===== config.mk =====
export PLATFORM = sky130hd
export DESIGN_NAME = calendar_set_ctrl
export DESIGN_NICKNAME = d
export VERILOG_FILES = /design/src/rtl/calendar_set_ctrl.sv
export SDC_FILE = /design/constraint.sdc
export NUM_CORES = 1
export LEC_CHECK = 0
export CAP_MARGIN = 30
export CORE_MARGIN = 4
export CORE_UTILIZATION = 46
export DETAILED_ROUTE_END_ITERATION = 12
export PLACE_DENSITY_LB_ADDON = 0.25
export SYNTH_ARGS = -nofsm -noshare
export SYNTH_HDL_FRONTEND = slang
export SYNTH_SLANG_ARGS = --single-unit

===== constraint.sdc =====
create_clock -name clk -period 3.2 [get_ports clk]
set_input_delay 0.64 -clock clk [delete_from_list [all_inputs] [get_ports clk]]
set_output_delay 0.64 -clock clk [all_outputs]
set_load 0.01 [all_outputs]

===== src/rtl/calendar_set_ctrl.sv =====
// Calendar sequencer: forwards the midnight tick in RUN mode and runs a button-driven
// edit session on a shadow copy of day/date/month/year, committed with a single load strobe.
module calendar_set_ctrl #(
  parameter int YEAR_MAX  = 99,
  parameter int DAY_FIRST = 1
) (
  input  logic       clk,
  input  logic       rst_n,
  input  logic       tick_day,
  input  logic       btn_mode,
  input  logic       btn_next,
  input  logic       btn_inc,
  input  logic [2:0] cur_day,
  input  logic [4:0] cur_date,
  input  logic [3:0] cur_month,
  input  logic [6:0] cur_year,
  output logic       day_adv,
  output logic       ld_all,
  output logic [2:0] day_data,
  output logic [4:0] date_data,
  output logic [3:0] month_data,
  output logic [6:0] year_data,
  output logic       setting,
  output logic [1:0] field_sel
);

  localparam logic [2:0] S_RUN     = 3'd0;
  localparam logic [2:0] S_E_DAY   = 3'd1;
  localparam logic [2:0] S_E_DATE  = 3'd2;
  localparam logic [2:0] S_E_MONTH = 3'd3;
  localparam logic [2:0] S_E_YEAR  = 3'd4;
  localparam logic [2:0] S_COMMIT  = 3'd5;

  logic [2:0] state_reg, state_next;
  logic       mode_q_reg, next_q_reg, inc_q_reg;
  logic       pending_reg, pending_next;
  logic [2:0] sh_day_reg, sh_day_next;
  logic [4:0] sh_date_reg, sh_date_next;
  logic [3:0] sh_month_reg, sh_month_next;
  logic [6:0] sh_year_reg, sh_year_next;
  logic       day_adv_reg, day_adv_next;
  logic       ld_all_reg;
  logic       setting_reg;
  logic [1:0] field_sel_reg;
  logic [4:0] date_data_reg, date_data_next;

  logic mode_edge, next_edge, inc_edge;
  logic next_raw, inc_raw;

  // Days in a month; every year divisible by 4 is a leap year in the 2-digit range.
  function automatic logic [4:0] max_len(input logic [3:0] m, input logic [6:0] y);
    logic [4:0] r;
    case (m)
      4'd2:                      r = (y[1:0] == 2'b00) ? 5'd29 : 5'd28;
      4'd4, 4'd6, 4'd9, 4'd11:   r = 5'd30;
      default:                   r = 5'd31;
    endcase
    return r;
  endfunction

  function automatic logic is_edit(input logic [2:0] s);
    return (s == S_E_DAY) || (s == S_E_DATE) || (s == S_E_MONTH) || (s == S_E_YEAR);
  endfunction

  function automatic logic [1:0] field_of(input logic [2:0] s);
    logic [1:0] f;
    case (s)
      S_E_DATE:  f = 2'd1;
      S_E_MONTH: f = 2'd2;
      S_E_YEAR:  f = 2'd3;
      default:   f = 2'd0;
    endcase
    return f;
  endfunction

  // Priority mode > next > inc: a lower-priority edge in the same cycle is dropped.
  assign next_raw  = btn_next & ~next_q_reg;
  assign inc_raw   = btn_inc & ~inc_q_reg;
  assign mode_edge = btn_mode & ~mode_q_reg;
  assign next_edge = next_raw & ~mode_edge;
  assign inc_edge  = inc_raw & ~mode_edge & ~next_raw;

  always_comb begin
    state_next    = state_reg;
    pending_next  = pending_reg;
    sh_day_next   = sh_day_reg;
    sh_date_next  = sh_date_reg;
    sh_month_next = sh_month_reg;
    sh_year_next  = sh_year_reg;
    day_adv_next  = 1'b0;

    case (state_reg)
      S_RUN: begin
        day_adv_next = tick_day;
        pending_next = 1'b0;
        if (mode_edge) begin
          state_next    = S_E_DAY;
          sh_day_next   = cur_day;
          sh_date_next  = cur_date;
          sh_month_next = cur_month;
          sh_year_next  = cur_year;
        end
      end
      S_E_DAY, S_E_DATE, S_E_MONTH, S_E_YEAR: begin
        if (tick_day) pending_next = 1'b1;
        if (mode_edge) begin
          // Abort: a midnight missed while editing is replayed on the way out.
          state_next   = S_RUN;
          day_adv_next = pending_reg | tick_day;
          pending_next = 1'b0;
        end else if (next_edge) begin
          case (state_reg)
            S_E_DAY:   state_next = S_E_DATE;
            S_E_DATE:  state_next = S_E_MONTH;
            S_E_MONTH: state_next = S_E_YEAR;
            default:   state_next = S_COMMIT;
          endcase
        end else if (inc_edge) begin
          case (state_reg)
            S_E_DAY:
              sh_day_next = (sh_day_reg >= 3'd7) ? 3'(DAY_FIRST) : sh_day_reg + 3'd1;
            S_E_DATE:
              sh_date_next = (sh_date_reg >= max_len(sh_month_reg, sh_year_reg)) ?
                             5'd1 : sh_date_reg + 5'd1;
            S_E_MONTH:
              sh_month_next = (sh_month_reg >= 4'd12) ? 4'd1 : sh_month_reg + 4'd1;
            default:
              sh_year_next = (sh_year_reg >= 7'(YEAR_MAX)) ? 7'd0 : sh_year_reg + 7'd1;
          endcase
        end
      end
      S_COMMIT: begin
        state_next   = S_RUN;
        pending_next = 1'b0;
      end
      default: begin
        state_next   = S_RUN;
        pending_next = 1'b0;
      end
    endcase
  end

  // The committed date is clamped to the length of the edited month.
  always_comb begin
    date_data_next = sh_date_next;
    if (state_next == S_COMMIT) begin
      if (sh_date_next > max_len(sh_month_next, sh_year_next))
        date_data_next = max_len(sh_month_next, sh_year_next);
    end
  end

  always_ff @(posedge clk or negedge rst_n) begin
    if (!rst_n) begin
      state_reg     <= S_RUN;
      mode_q_reg    <= 1'b0;
      next_q_reg    <= 1'b0;
      inc_q_reg     <= 1'b0;
      pending_reg   <= 1'b0;
      sh_day_reg    <= 3'd1;
      sh_date_reg   <= 5'd1;
      sh_month_reg  <= 4'd1;
      sh_year_reg   <= 7'd0;
      day_adv_reg   <= 1'b0;
      ld_all_reg    <= 1'b0;
      setting_reg   <= 1'b0;
      field_sel_reg <= 2'd0;
      date_data_reg <= 5'd1;
    end else begin
      state_reg     <= state_next;
      mode_q_reg    <= btn_mode;
      next_q_reg    <= btn_next;
      inc_q_reg     <= btn_inc;
      pending_reg   <= pending_next;
      sh_day_reg    <= sh_day_next;
      sh_date_reg   <= sh_date_next;
      sh_month_reg  <= sh_month_next;
      sh_year_reg   <= sh_year_next;
      day_adv_reg   <= day_adv_next;
      ld_all_reg    <= (state_next == S_COMMIT);
      setting_reg   <= is_edit(state_next);
      field_sel_reg <= field_of(state_next);
      date_data_reg <= date_data_next;
    end
  end

  assign day_adv    = day_adv_reg;
  assign ld_all     = ld_all_reg;
  assign setting    = setting_reg;
  assign field_sel  = field_sel_reg;
  assign day_data   = sh_day_reg;
  assign date_data  = date_data_reg;
  assign month_data = sh_month_reg;
  assign year_data  = sh_year_reg;

endmodule


### Clock nets

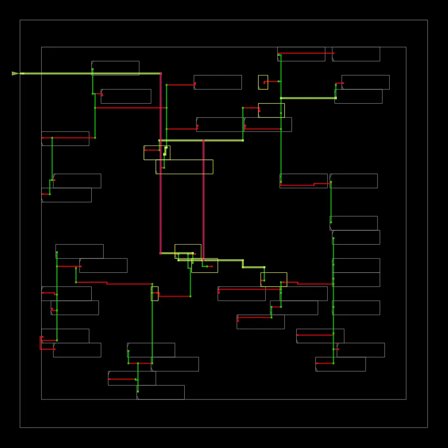
clk_lat worst skew: 290 ps
P_clk: 399 uW

### Clock distribution

Bar = 20 um.
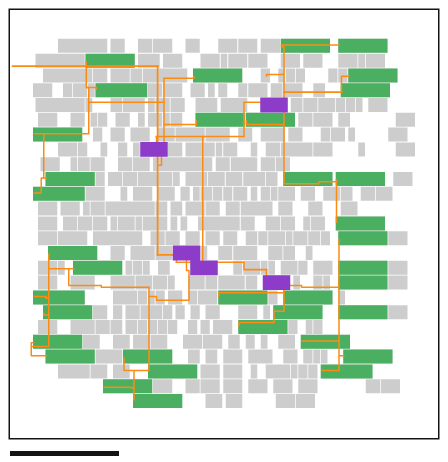
[orange] clock wires | length: 491 um
[green] flip-flops | count: 36
[purple] clock drivers | count: 5
routed clock nets	6
Worst Clk Skew: 5.462 ps
Clock power frac: 0.120

### Sequential cells colored by netlist name

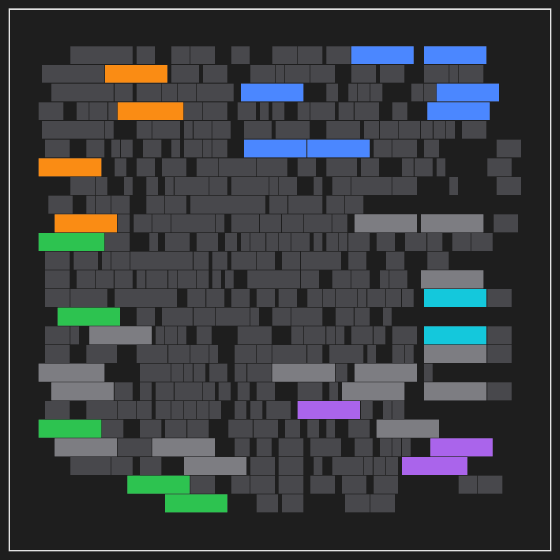
color	signal	placed flops
orange	`month_data`	4
cyan	`field_sel`	2
blue	`year_data`	7
purple	`day_data`	3
green	`date_data`	5
not colored	15
final core occ: 0.7323
seq pwr: 877 uW
flop share of the area: 0.2585

==> impl_metrics.env <==
# physical design summary
export IMPL_top_area_frac=0.3486
export IMPL_report_power_total_uw=3324
export IMPL_yosysTopAreaCell="dfrtp_1"
export IMPL_n_antenna_cell=0
export IMPL_critPathBufInv=1
export IMPL_clock_sinks=36
export IMPL_syn_nets=285
export IMPL_dr_pass1_iters=4
export IMPL_layout_top_cells="53 x buf_4, 45 x clkdlybuf4s50_1, 32 x dfrtp_1"
export IMPL_wl_met3_um=315
export IMPL_ioPinCount=49
export IMPL_ff_type="dfrtp_1"
export IMPL_hold_class="register to register"
export IMPL_h_tree_depth=2
export IMPL_edf_count=0
export IMPL_pwr_share_comb=0.616
export IMPL_ctsResizeCount=29
export IMPL_grt_max_degree=37
export IMPL_holdPathStages=2
export IMPL_buf_share=0.2560
export IMPL_drc=0
export IMPL_worstMarginPinSlew_ps=453.6
export IMPL_yosys_area_share_aoi=0.2244
export IMPL_worstHoldStart="day_data[0]$_DFFE_PN1P_"
export IMPL_warning_count=31
export IMPL_hold_path_end="day_data[0]$_DFFE_PN1P_"
export IMPL_dr_wl_met2_um=3325
export IMPL_violations="setup timing"
export IMPL_cell_internal_pwr_uw=1974
export IMPL_worstReg2RegEnd="date_data[1]$_DFF_PN0_"
export IMPL_peakVddDrop_mv=0.5119
export IMPL_buffers_excl_clock=103
export IMPL_cp_required_ps=3380
export IMPL_die_area_sq_um=6188
export IMPL_arrival_ps=3480
export IMPL_power_density_nw_per_um2=948.3
export IMPL_post_route_period_util=1.032
export IMPL_post_cts_setup_buffers=6
export IMPL_critPathMaxStageDelay_ps=560
export IMPL_taps=67
export IMPL_ys_sh_xor=0.007625
export IMPL_r2r_slack_ps=-100
export IMPL_cts_inserted_buffers=5
export IMPL_switchingPower_uw=1350
export IMPL_grtUsageMet2=0.3727
export IMPL_dpl_worst_slack_ps=-524.6
export IMPL_drtIter0Drc=182
export IMPL_whs_ps=521.7
export IMPL_inv_count=17
export IMPL_syn_instance_count=247
export IMPL_fin_nets=383
export IMPL_fp_utilization=0.4800
export IMPL_layout_area_comb_sq_um=1444
export IMPL_power_share_switching=0.4060
export IMPL_yosysMostFrequentCell="dfrtp_1"
export IMPL_hold_buffers=0
export IMPL_finalWorstSetupSlack_ps=-101.0
export IMPL_rsz0062_at_grt="yes"
export IMPL_largest_reg_flops=7
export IMPL_place_area_sq_um=3166
export IMPL_yosys_warnings=0
export IMPL_status="finished with violations"
export IMPL_tns_ps=-151.3
export IMPL_clk_path_buf_depth=2
export IMPL_avgSynthCellArea_sq_um=9.300
export IMPL_grt_usage=0.2226
export IMPL_critPathLaunchType="register"
export IMPL_rr_worst_depth=16
export IMPL_slew_headroom=0.6976
export IMPL_highest_layer="met4"
export IMPL_crit_chain="inv_4, ha_4, o21ai_1, o21ai_1, o21ai_1, ha_1, nand2b_4, a21oi_4, nor2_4, o21ai_2, a31oi_1, a21oi_2, ha_4, a211oi_2, nand4_1, mux2_4"
export IMPL_finalSetupViolations=2
export IMPL_routed_wl_um=6571
### Selected gate families

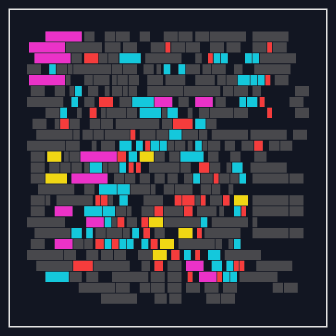
color	family	cells	most used
cyan	inverting AOI/OAI gates	56	o21ai_0
yellow	multiplexers	8	mux2i_1
red	NAND gates	43	nand2_1
magenta	adder and majority cells	13	ha_1
fin cells: 413
fraction of area in multi-input gates: 0.4120
dominant logic cell type in the layout: buf_4

### Placement by cell class

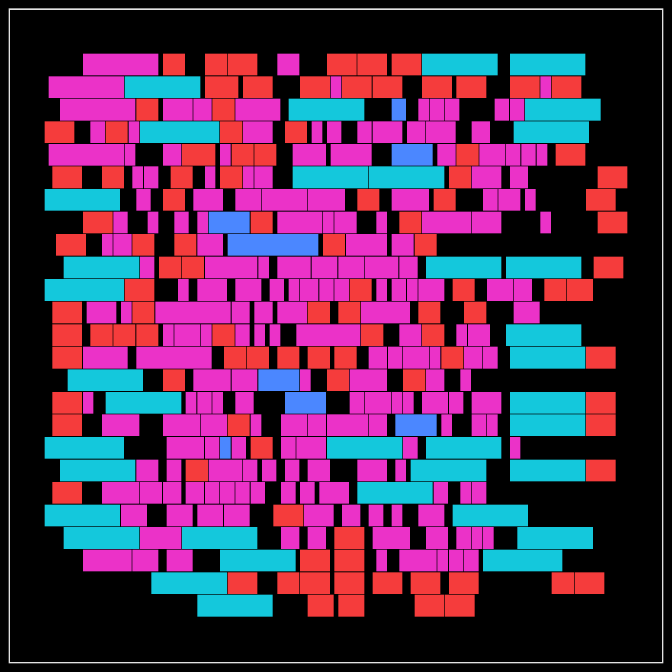
color	class	cells	share of their area
magenta	combinational and other logic	199	44%
cyan	flops	36	26%
red	other buffers and delay cells	103	26%
blue	clock drivers and dummy loads	8	3.1%
design area: 3505 sq um
Core Area: 4786 sq um
num rows: 25

Power figures rest on the tool's default switching activity, not on a simulated workload.
